$ cat config.mk
export PLATFORM = sky130hd
export DESIGN_NAME = serializador_param
export DESIGN_NICKNAME = d
export VERILOG_FILES = /design/src/rtl/serializador_param.sv
export SDC_FILE = /design/constraint.sdc
export NUM_CORES = 1
export LEC_CHECK = 0
export CAP_MARGIN = 20
export CELL_PAD_IN_SITES_DETAIL_PLACEMENT = 2
export CELL_PAD_IN_SITES_GLOBAL_PLACEMENT = 2
export CORE_MARGIN = 4
export CORE_UTILIZATION = 28
export DETAILED_ROUTE_END_ITERATION = 8
export PLACE_DENSITY = 0.83
export SLEW_MARGIN = 10
export SYNTH_ARGS = -nofsm -noshare
export SYNTH_HDL_FRONTEND = slang
export SYNTH_SLANG_ARGS = --single-unit
$ cat constraint.sdc
create_clock -name clk -period 2.2 [get_ports clk]
set_clock_uncertainty 0.15 [all_clocks]
set_input_delay 0.22 -clock clk [delete_from_list [all_inputs] [get_ports clk]]
set_output_delay 0.22 -clock clk [all_outputs]
set_load 0.05 [all_outputs]
$ cat src/rtl/serializador_param.sv
// Parameterised parallel-to-serial converter with frame markers and back-to-back framing.
// Optional even-parity bit after the data bits when SERIAL_PARIDAD_EN is defined.
module serializador_param #(
    parameter int unsigned ANCHO       = 10,
    parameter bit          MSB_PRIMERO = 1'b0
) (
    input  logic             clk,
    input  logic             reset_L,
    input  logic [ANCHO-1:0] entradas,
    input  logic             valido_entrada,
    output logic             listo,
    output logic             salida,
    output logic             valido_salida,
    output logic             inicio_trama,
    output logic             fin_trama
);

`ifdef SERIAL_PARIDAD_EN
    localparam int unsigned L = ANCHO + 1;
`else
    localparam int unsigned L = ANCHO;
`endif
    localparam int unsigned     CW     = $clog2(L);
    localparam logic [CW-1:0]   ULTIMO = CW'(L - 1);

    typedef enum logic {StReposo, StTransmite} estado_t;

    estado_t          r_estado, w_estado_sig;
    logic [CW-1:0]    r_cnt, w_cnt_sig;
    logic [ANCHO-1:0] r_hold;
    logic             r_salida, r_valido, r_inicio, r_fin;
    logic             w_salida_sig, w_valido_sig, w_inicio_sig, w_fin_sig;
    logic             w_acepta, w_tx, w_bit;
    logic [ANCHO-1:0] w_src;
    int               w_idx, w_sel;

    // State register: FSM, bit counter, holding register and registered outputs.
    always_ff @(posedge clk or negedge reset_L) begin
        if (!reset_L) begin
            r_estado <= StReposo;
            r_cnt    <= '0;
            r_hold   <= '0;
            r_salida <= 1'b0;
            r_valido <= 1'b0;
            r_inicio <= 1'b0;
            r_fin    <= 1'b0;
        end else begin
            r_estado <= w_estado_sig;
            r_cnt    <= w_cnt_sig;
            if (w_acepta) begin
                r_hold <= entradas;
            end
            r_salida <= w_salida_sig;
            r_valido <= w_valido_sig;
            r_inicio <= w_inicio_sig;
            r_fin    <= w_fin_sig;
        end
    end

    // Next-state logic; a frame ending with a new acceptance restarts at bit 0 without idling.
    always_comb begin
        w_estado_sig = r_estado;
        w_cnt_sig    = r_cnt;
        unique case (r_estado)
            StReposo: begin
                if (w_acepta) begin
                    w_estado_sig = StTransmite;
                    w_cnt_sig    = '0;
                end
            end
            StTransmite: begin
                if (r_cnt == ULTIMO) begin
                    w_cnt_sig    = '0;
                    w_estado_sig = w_acepta ? StTransmite : StReposo;
                end else begin
                    w_cnt_sig = r_cnt + 1'b1;
                end
            end
            default: begin
                w_estado_sig = StReposo;
                w_cnt_sig    = '0;
            end
        endcase
    end

    // Output logic: listo plus the values the output registers take on the next edge.
    always_comb begin
        listo    = (r_estado == StReposo) || (r_cnt == ULTIMO);
        w_acepta = valido_entrada && listo;
        w_src    = w_acepta ? entradas : r_hold;
        w_tx     = (w_estado_sig == StTransmite);
        w_idx    = int'(w_cnt_sig);
        w_sel    = MSB_PRIMERO ? (int'(ANCHO) - 1 - w_idx) : w_idx;
        w_bit    = 1'b0;
        for (int i = 0; i < int'(ANCHO); i++) begin
            if (i == w_sel) begin
                w_bit = w_src[i];
            end
        end
`ifdef SERIAL_PARIDAD_EN
        if (w_idx == int'(ANCHO)) begin
            w_bit = ^w_src;
        end
`endif
        w_salida_sig = w_tx && w_bit;
        w_valido_sig = w_tx;
        w_inicio_sig = w_tx && (w_cnt_sig == '0);
        w_fin_sig    = w_tx && (w_cnt_sig == ULTIMO);
    end

    assign salida        = r_salida;
    assign valido_salida = r_valido;
    assign inicio_trama  = r_inicio;
    assign fin_trama     = r_fin;

endmodule

Fig. 1: zoomed window
Bar = 10 µm. Window x 14 to 54, y 1 to 41 µm. Cells in grey, sequential cells in the stronger grey; small squares are vias.
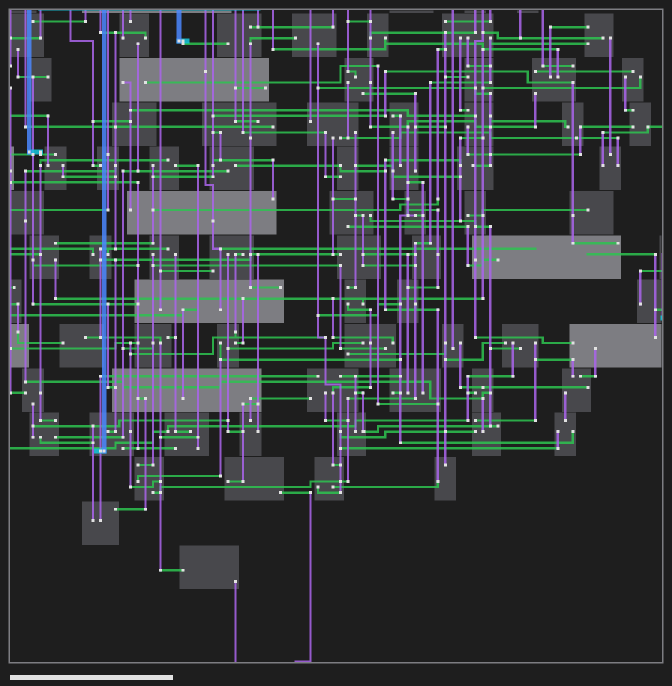
[purple] M2
[blue] M4
[cyan] M3
[green] M1
cells with their middle in the window: 72
sequential cells in the window: 6
netlist names of flops here include: r_cnt (4)
most frequent: nor2_1 (11), buf_4 (8), a21oi_1 (7)

Fig. 2: cell sizes after repair
Bar = 20 µm.
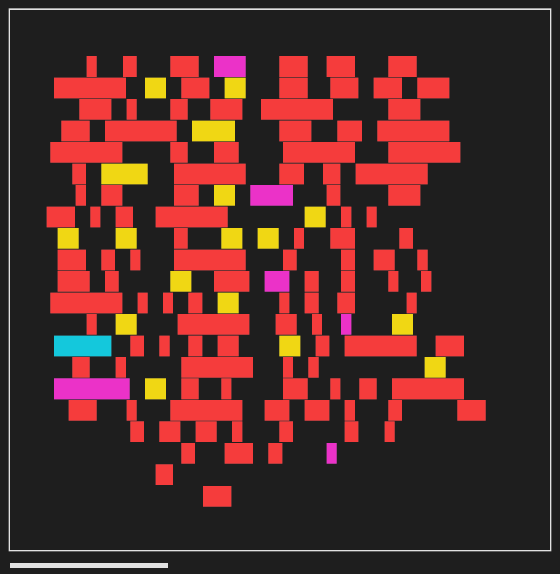
[yellow] x3 and x4 | cells: 17 | share: 12% | most used: buf_4
[cyan] x6 and larger | cells: 1 | share: 0.73% | most used: buf_12
[red] x1 and smaller | cells: 113 | share: 82% | most used: dfrtp_1
[magenta] x2 | cells: 6 | share: 4.4% | most used: inv_2
PnR worst setup slack: 0.1364 ns
Signal buffers: 29

==> Changelog: implementation <==
## Implementation

- Remaining Overflow, GRT: 0
- Synth unique cells: 36
- Syn avg cell area: between 9 and 10 µm²
- Die X: 68.35 µm
- Resized Gates After CTS: 1
- Latency at later pin: 0.30 ns
- CP peak stage delay: 0.40 ns
- GRT Util Overall: roughly 15%
- Max_slew headroom: about 61%
- Hpwl dp: 2508 µm
- DR iter-0 viols: 18
- Core area: between 3000 and 4000 µm²
- Setup Viol. Count Final: 0
- Largest cell class: combinational gates
- Core Util at FP: ~30%
- Internal power: a little over 1 mW
- Post-route cell area: between 1000 and 1500 µm²
- Cts bufs inserted: 3
- CLK BUF: 4
- Post-route insts no fill: 183
- Largest net degree at the start of global routing: 19
- Antenna violations before repair: 0
- RSZ-0062 raised after global routing: false
- PD cells: approximately 1400 nW/µm²
- Vias in the first global route: 1025
- Number of port buffers: 17
- Yosys stat chip area: 1020 µm²
- Worst Tran Pin Value: between 0.5 and 0.6 ns
- CP top delay family: AND-OR/OR-AND gates
- Clock power frac: under 10%
- P_leak: between 0.5 and 0.6 nW
- Worst vdd ir: between 600 and 700 µV
- Max Slew Vio Count: 0
- Logic pwr share: around three fifths
- FFs w/ async S/R, synth: 100.0%
- Met1 GRT Util: between 15 and 20%
- Non-CTS inverters: 6
- FP Rows: 21
- # diodes: 0
- Critical Path Fanout Max: 4
- CTS tree: built
- CP Cell Sequence: and4bb_1, o21ai_4, mux2_2, a22o_1, a221oi_2, o311ai_1
- Largest regs: r_hold x10, r_cnt x4
- Multi-input combinational area share: about two fifths
- MI comb cells: roughly 80
- Adder Area Share: 0%
- Placed cells: approximately 180
- Routed len/inst: 17.87 µm
- Status: finished, final reports clean
- Clk root buf: clkbuf_4
- Comb. cell area: approximately 520 µm²
- # fillers: approximately 390
- Tool warning count: 26
- Hold buffer count at cts: 0
- GR Util met3: under 10%
- Sw frac: between 40% and 50%
- Tap Count: ~46
- Pre-CTS setup slack: -0.002282 ns
- Final cycle utilization of the critical path: between 90 and 100%
- Mux frac, synth: 10.31%
- Area Growth Syn to Fin: 32.39%
- CP max stage cell: dfrtp_1
- WL met3: 79 µm
Fig. 3: M1 wires
Bar = 20 µm. Supply wires on this layer in grey.
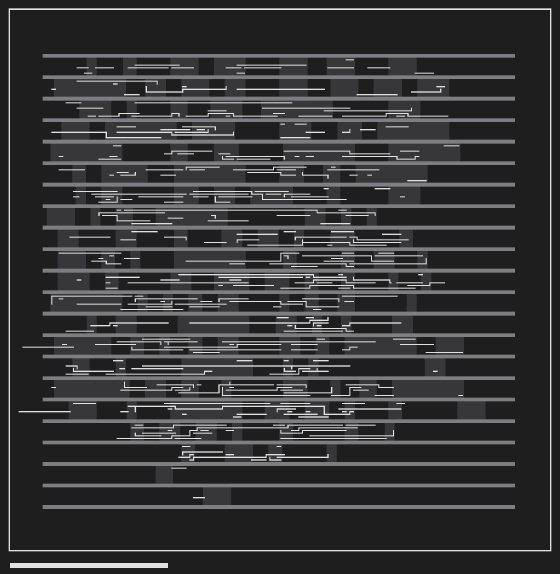
wire length on this layer: 1420 µm
main direction: horizontal

Fig. 4: met2 routing
Bar = 20 µm.
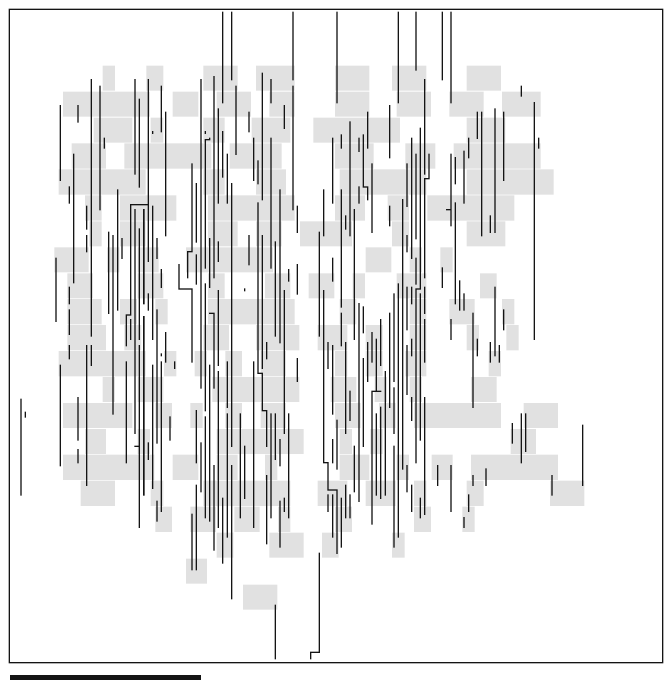
nets with wire on the layer: 141
wire length on this layer: 1690 µm
main direction: vertical
longest straight run: 32.3 µm
share of all routed wire: 52%
routed wire length: 3271 µm
met2 usage: 25.27%
vias after detailed routing: 976

final timing paths:
kind	endpoint	startpoint	slack [ns]	cells after the start
min in group clk	r_hold[7]	entradas[7]	0.35	2
max in group asynchronous	valido_salida	reset_L	1.59	2
hold / removal	inicio_trama	reset_L	0.09	2
setup reg to reg	salida	r_cnt[3]	0.14	6
setup / recovery	salida	r_cnt[3]	0.14	6
hold reg to reg	r_hold[0]	r_hold[0]	0.36	1
power by group through the flow:
stage | clock network, mW | logic, mW | registers (mW)
finish | 0.183 | 1.11 | 0.556
global route | 0.207 | 1.23 | 0.575
CTS | 0.186 | 1.11 | 0.559
detailed placement | 0 | 1.11 | 0.568
global placement | 0 | 1.05 | 0.555
floorplan | 0 | 0.671 | 0.613
Power and IR drop assume default switching activity.
